## src/rtl/cmdfifo_gcd_responder_pkg.sv

```systemverilog
// Shared constants for the command-FIFO GCD responder: opcode/response bytes and FSM encodings.
// Optional stats opcode is compiled in with CMDFIFO_STATS_EN.
package cmdfifo_pkg;

   typedef logic [7:0] byte_t;
   typedef logic [2:0] state_t;

   localparam byte_t OP_GCD   = 8'h47;
   localparam byte_t RSP_GCD  = 8'h67;
   localparam byte_t RSP_ERR  = 8'h3F;
   localparam byte_t OP_STAT  = 8'h53;
   localparam byte_t RSP_STAT = 8'h73;

   localparam state_t ST_IDLE     = 3'd0;
   localparam state_t ST_GET_X    = 3'd1;
   localparam state_t ST_GET_Y    = 3'd2;
   localparam state_t ST_CALC     = 3'd3;
   localparam state_t ST_SEND_HDR = 3'd4;
   localparam state_t ST_SEND_RES = 3'd5;
   localparam state_t ST_SEND_ERR = 3'd6;

endpackage

```

## src/rtl/cmdfifo_gcd_responder_if.sv

```systemverilog
// Inbound/outbound FIFO handshake bundle between the command-FIFO link and the responder.
interface cmdfifo_gcd_responder_if;
   import cmdfifo_pkg::*;

   byte_t in_data;
   logic  in_empty;
   logic  in_rd;
   byte_t out_data;
   logic  out_full;
   logic  out_wr;
   logic  busy;

   modport master (
      output in_data, in_empty, out_full,
      input  in_rd, out_data, out_wr, busy
   );

   modport slave (
      input  in_data, in_empty, out_full,
      output in_rd, out_data, out_wr, busy
   );
endinterface

```

## src/rtl/cmdfifo_gcd_responder_gcd_core.sv

```systemverilog
// Iterative subtract/swap GCD, one step per cycle; done is a single-cycle pulse with result valid.
module gcd_core #(
   parameter int N = 8
) (
   input  logic         clk_40mhz,
   input  logic         reset_i,
   input  logic         start,
   input  logic [N-1:0] x_in,
   input  logic [N-1:0] y_in,
   output logic         done,
   output logic [N-1:0] result
);

   logic [N-1:0] x_q, x_d, y_q, y_d, result_q, result_d;
   logic         run_q, run_d, done_q, done_d;

   always_comb begin
      x_d      = x_q;
      y_d      = y_q;
      run_d    = run_q;
      result_d = result_q;
      done_d   = 1'b0;
      if (start) begin
         x_d   = x_in;
         y_d   = y_in;
         run_d = 1'b1;
      end else if (run_q) begin
         if (y_q == '0) begin
            done_d   = 1'b1;
            result_d = x_q;
            run_d    = 1'b0;
         end else if (x_q >= y_q) begin
            x_d = x_q - y_q;
         end else begin
            x_d = y_q;
            y_d = x_q;
         end
      end
   end

   always_ff @(posedge clk_40mhz) begin
      if (reset_i) begin
         x_q      <= '0;
         y_q      <= '0;
         run_q    <= 1'b0;
         done_q   <= 1'b0;
         result_q <= '0;
      end else begin
         x_q      <= x_d;
         y_q      <= y_d;
         run_q    <= run_d;
         done_q   <= done_d;
         result_q <= result_d;
      end
   end

   assign done   = done_q;
   assign result = result_q;

endmodule

```

## src/rtl/cmdfifo_gcd_responder.sv

```systemverilog
// Command-FIFO endpoint: parses 'G' x y, answers 'g' gcd; unknown opcodes get '?'.
// Define CMDFIFO_STATS_EN to add the 'S' opcode returning a count of completed GCD commands.
//
// state     | meaning
// IDLE      | waiting for a command byte
// GET_X     | fetching first operand
// GET_Y     | fetching second operand, kicks gcd_core
// CALC      | waiting for gcd_core done
// SEND_HDR  | pushing response header byte
// SEND_RES  | pushing result byte
// SEND_ERR  | pushing '?' for an unknown opcode
module cmdfifo_gcd_responder
   import cmdfifo_pkg::*;
#(
   parameter int N = 8
) (
   input  logic                    clk_40mhz,
   input  logic                    reset_i,
   cmdfifo_gcd_responder_if.slave  bus
);

   state_t       state_q, state_d;
   logic [N-1:0] x_q, x_d, y_q, y_d;
   byte_t        res_q, res_d, hdr_q, hdr_d;
   logic         start_q, start_d;
   logic         core_done;
   logic [N-1:0] core_result;
`ifdef CMDFIFO_STATS_EN
   byte_t        cnt_q, cnt_d;
`endif

   gcd_core #(.N(N)) u_gcd_core (
      .clk_40mhz (clk_40mhz),
      .reset_i   (reset_i),
      .start     (start_q),
      .x_in      (x_q),
      .y_in      (y_q),
      .done      (core_done),
      .result    (core_result)
   );

   always_comb begin
      state_d      = state_q;
      x_d          = x_q;
      y_d          = y_q;
      res_d        = res_q;
      hdr_d        = hdr_q;
      start_d      = 1'b0;
      bus.in_rd    = 1'b0;
      bus.out_wr   = 1'b0;
      bus.out_data = 8'h00;
`ifdef CMDFIFO_STATS_EN
      cnt_d        = cnt_q;
`endif
      case (state_q)
         ST_IDLE: begin
            if (!bus.in_empty) begin
               bus.in_rd = 1'b1;
               if (bus.in_data == OP_GCD) begin
                  state_d = ST_GET_X;
`ifdef CMDFIFO_STATS_EN
               end else if (bus.in_data == OP_STAT) begin
                  hdr_d   = RSP_STAT;
                  res_d   = cnt_q;
                  state_d = ST_SEND_HDR;
`endif
               end else begin
                  state_d = ST_SEND_ERR;
               end
            end
         end
         ST_GET_X: begin
            if (!bus.in_empty) begin
               bus.in_rd = 1'b1;
               x_d       = bus.in_data[N-1:0];
               state_d   = ST_GET_Y;
            end
         end
         ST_GET_Y: begin
            if (!bus.in_empty) begin
               bus.in_rd = 1'b1;
               y_d       = bus.in_data[N-1:0];
               start_d   = 1'b1;
               state_d   = ST_CALC;
            end
         end
         ST_CALC: begin
            if (core_done) begin
               res_d   = 8'(core_result);
               hdr_d   = RSP_GCD;
               state_d = ST_SEND_HDR;
`ifdef CMDFIFO_STATS_EN
               cnt_d   = cnt_q + 8'd1;
`endif
            end
         end
         // out_data is a pure function of state and held registers, so it stays put while stalled
         ST_SEND_HDR: begin
            bus.out_data = hdr_q;
            if (!bus.out_full) begin
               bus.out_wr = 1'b1;
               state_d    = ST_SEND_RES;
            end
         end
         ST_SEND_RES: begin
            bus.out_data = res_q;
            if (!bus.out_full) begin
               bus.out_wr = 1'b1;
               state_d    = ST_IDLE;
            end
         end
         ST_SEND_ERR: begin
            bus.out_data = RSP_ERR;
            if (!bus.out_full) begin
               bus.out_wr = 1'b1;
               state_d    = ST_IDLE;
            end
         end
         default: state_d = ST_IDLE;
      endcase
   end

   always_ff @(posedge clk_40mhz) begin
      if (reset_i) begin
         state_q <= ST_IDLE;
         x_q     <= '0;
         y_q     <= '0;
         res_q   <= 8'h00;
         hdr_q   <= 8'h00;
         start_q <= 1'b0;
`ifdef CMDFIFO_STATS_EN
         cnt_q   <= 8'h00;
`endif
      end else begin
         state_q <= state_d;
         x_q     <= x_d;
         y_q     <= y_d;
         res_q   <= res_d;
         hdr_q   <= hdr_d;
         start_q <= start_d;
`ifdef CMDFIFO_STATS_EN
         cnt_q   <= cnt_d;
`endif
      end
   end

   assign bus.busy = (state_q != ST_IDLE);

endmodule

```

## src/flat_wrapper.sv

```systemverilog
// flat-port wrapper written by rule: the top's interface ports become plain ports
module cmdfifo_gcd_responder_flat import cmdfifo_pkg::*;
#(
   parameter int N = 8
)
  (clk_40mhz, reset_i, bus_in_data, bus_in_empty, bus_out_full, bus_in_rd, bus_out_data, bus_out_wr, bus_busy);
  cmdfifo_gcd_responder_if bus_i ();
  input  logic clk_40mhz;
  input  logic reset_i;
  input wire logic [$bits(bus_i.in_data)-1:0] bus_in_data;
  input wire logic [$bits(bus_i.in_empty)-1:0] bus_in_empty;
  input wire logic [$bits(bus_i.out_full)-1:0] bus_out_full;
  output wire logic [$bits(bus_i.in_rd)-1:0] bus_in_rd;
  output wire logic [$bits(bus_i.out_data)-1:0] bus_out_data;
  output wire logic [$bits(bus_i.out_wr)-1:0] bus_out_wr;
  output wire logic [$bits(bus_i.busy)-1:0] bus_busy;
  assign bus_i.in_data = bus_in_data;
  assign bus_i.in_empty = bus_in_empty;
  assign bus_i.out_full = bus_out_full;
  assign bus_in_rd = bus_i.in_rd;
  assign bus_out_data = bus_i.out_data;
  assign bus_out_wr = bus_i.out_wr;
  assign bus_busy = bus_i.busy;
  cmdfifo_gcd_responder #(.N(N)) u_core (.clk_40mhz(clk_40mhz), .reset_i(reset_i), .bus(bus_i));
endmodule
```

## config.mk

```make
export PLATFORM = sky130hd
export DESIGN_NAME = cmdfifo_gcd_responder_flat
export DESIGN_NICKNAME = d
export VERILOG_FILES = /design/src/rtl/cmdfifo_gcd_responder_pkg.sv /design/src/rtl/cmdfifo_gcd_responder_if.sv /design/src/rtl/cmdfifo_gcd_responder_gcd_core.sv /design/src/rtl/cmdfifo_gcd_responder.sv /design/src/flat_wrapper.sv
export SDC_FILE = /design/constraint.sdc
export NUM_CORES = 1
export LEC_CHECK = 0
export CAP_MARGIN = 30
export CORE_ASPECT_RATIO = 0.7
export CORE_MARGIN = 1
export CORE_UTILIZATION = 47
export CTS_CLUSTER_SIZE = 20
export DETAILED_ROUTE_END_ITERATION = 12
export PLACE_DENSITY = 0.78
export SYNTH_ARGS = -nofsm -noshare
export SYNTH_HDL_FRONTEND = slang
export SYNTH_HIERARCHICAL = 1
export SYNTH_SLANG_ARGS = --single-unit
```

## constraint.sdc

```tcl
create_clock -name clk_40mhz -period 5.05 [get_ports clk_40mhz]
set_input_delay 1.2625 -clock clk_40mhz [delete_from_list [all_inputs] [get_ports clk_40mhz]]
set_output_delay 1.2625 -clock clk_40mhz [all_outputs]
set_load 0.05 [all_outputs]
```

==> impl_metrics.py <==
# Synthesis and PnR figures
metrics = {
    "synth": {
        "synthTopCellsByCount": "nand2_1 (63), dfxtp_1 (55), a21oi_1 (42)",
        "edf_count": 0,
        "syn_area_per_cell_sq_um": 8.109,
        "ys_warn_count": 6,
        "ys_ff": 55,
        "topCellsByArea": "dfxtp_1 (37%), nand2_1 (7.9%), a21oi_1 (7.0%), mux2i_1 (4.3%), a2111oi_2 (4.0%)",
        "ys_area_sq_mm": 0.003000,
        "postSynthCellCount": 370,
        "async_flop_share_pct": 0,
    },
    "power": {
        "p_leak_nw": 1.210,
        "power_clock_uw": 311,
        "p_int_uw": 716.1,
        "power_frac_clock_pct": 29.9,
        "power.share.sequential_pct": 45.7,
        "peakVddDrop_v": 0.0001893,
        "power_mw": 1.042,
    },
    "worst_hold_path": {
        "hp-class": "flop to flop",
    },
    "floorplan": {
        "io_pins": 23,
        "die_area_sq_mm": 0.006713,
    },
    "grt": {
        "use_met1_pct": 30.40,
        "grt_first_pass_wirelength_microns": 11110,
        "antenna_found_initial": 0,
        "use_met2_pct": 32.34,
    },
    "critical_path": {
        "crit_path_max_fanout": 5,
        "r2r-end": "u_core/u_gcd_core/y_q[1]",
        "startpoint_type": "input pin",
        "critPathRequiredTime_ns": 3.79,
        "cp-startpoint": "bus_in_empty",
    },
    "cts": {
        "cts_num_sinks": 55,
        "insertion_delay_ns": 0.32,
        "cts_resized": 0,
        "cts_hold_buffers": 0,
    },
    "routing": {
        "drc_errors": 0,
        "wl_met2_microns": 2909,
        "met3_length_microns": 396,
        "vias_per_cell": 5.753,
        "drt-met1-wl_microns": 3547,
        "top_layer_used": "met4",
    },
    "run": {
        "warnings": 26,
    },
    "status": {
        "status": "finished, final reports clean",
    },
    "placement": {
        "dp.cells": 449,
        "gp_congestion": 0.8620,
        "place_ws_ns": 0.8551,
    },
    "final_layout": {
        "diodes": 0,
        "fill_cells": 549,
        "final_nets": 402,
    },
    "final_timing": {
        "slew_headroom_pct": 43.79,
    },
}
## how the worst max path moves through the flow
stage / end / slack, ns / cells after the start
final: bus_in_rd / 0.84 / 4
after global routing: bus_in_rd / 0.77 / 4
after detailed placement: bus_in_rd / 0.86 / 4
after CTS: bus_in_rd / 0.85 / 4
after floorplan: bus_out_wr / 1.60 / 2
after global placement: bus_in_rd / 0.89 / 4
## state kept, by name (all words and copies together) (netlist names)
register,count
u_core/u_gcd_core/run_q,1
u_core/hdr_q,1
u_core/x_q,8
u_core/u_gcd_core/done,1
u_core/y_q,8
u_core/start_q,1
u_core/u_gcd_core/result,8
u_core/u_gcd_core/x_q,8
u_core/res_q,8
u_core/u_gcd_core/y_q,8
u_core/state_q,3
## area by class of cell
type	instances	area, sq um	area share [%]
multi-input cells	278	1745	51.76
repair buffers	25	250.2	7.421
inverters	16	60.06	1.781
clock buffers	6	82.58	2.449
clock inverters	2	38.79	1.150
well taps	75	93.84	2.783
flip-flops and latches	55	1101	32.65
## cell usage in the layout, fill, tap and decap left out, types with 3 or more instances in the layout
master           instances
nor2b_1                 12
a21boi_0                 6
or4_1                    3
nor2_1                  32
nor3b_1                  3
mux2i_1                 13
and2_1                   4
inv_1                   16
nor3_1                  10
a31oi_1                  3
o31ai_1                  3
nand2_1                 63
nor3_2                   3
o21ai_2                  3
dfxtp_1                 55
a21oi_1                 42
a2111oi_2                8
ha_1                     8
clkbuf_8                 6
or3_1                    3
o21ai_0                  8
a211oi_1                 4
nand2b_1                 7
nor4_1                   3
clkdlybuf4s50_1         21
xnor2_1                  3
## worst max-delay path, cell delays in order
cell	delay [ns]
clkdlybuf4s50_1	0.50
nor2_1	0.23
and2_1	0.16
clkdlybuf4s50_1	0.79
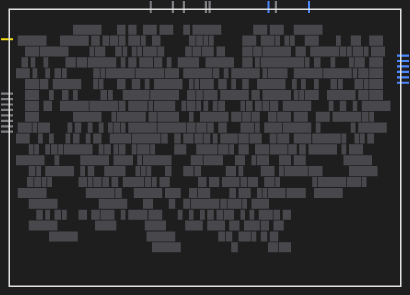
*Pin placement*
(4 px per micron) Pins as bars across the die edge, other pins in gray.
- blue: `bus_out_data` (pins 8; direction output; edge 6 east, 2 north)
- yellow: `clk_40mhz` (pins 1; direction input; edge west)
- all pins by edge: 9 west, 8 north, 6 east
Port Buf Inserts: 22
chip width: 97.50 microns
Vert. Die Dim: 68.85 microns

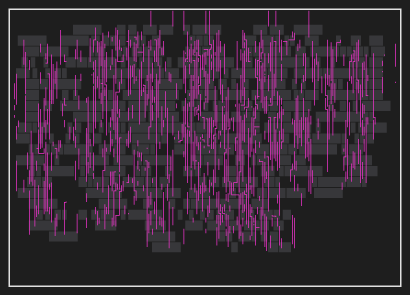
*The metal 2 layer*
(4 px per micron)
- wire length on this layer: 2910 microns
- nets with wire on the layer: 329
- longest straight run: 38.8 microns
- main direction: vertical
- share of all routed wire: 42%

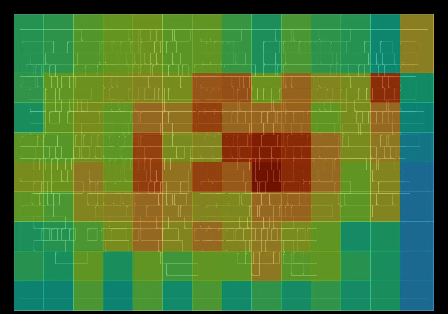
*Congestion heat map*
met3 Use GR: 4.435%
Overall Global Routing Usage: 21.40%

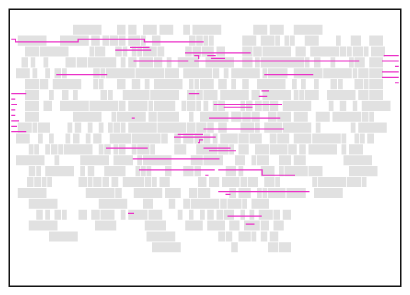
*Met3 routing*
(4 px per micron)
- main direction: horizontal
- share of all routed wire: 5.7%
- longest straight run: 40.9 microns
- nets with wire on the layer: 40
- wire length on this layer: 397 microns
via count: 2629
total wire length: 6948 microns

Power and IR drop assume default switching activity.
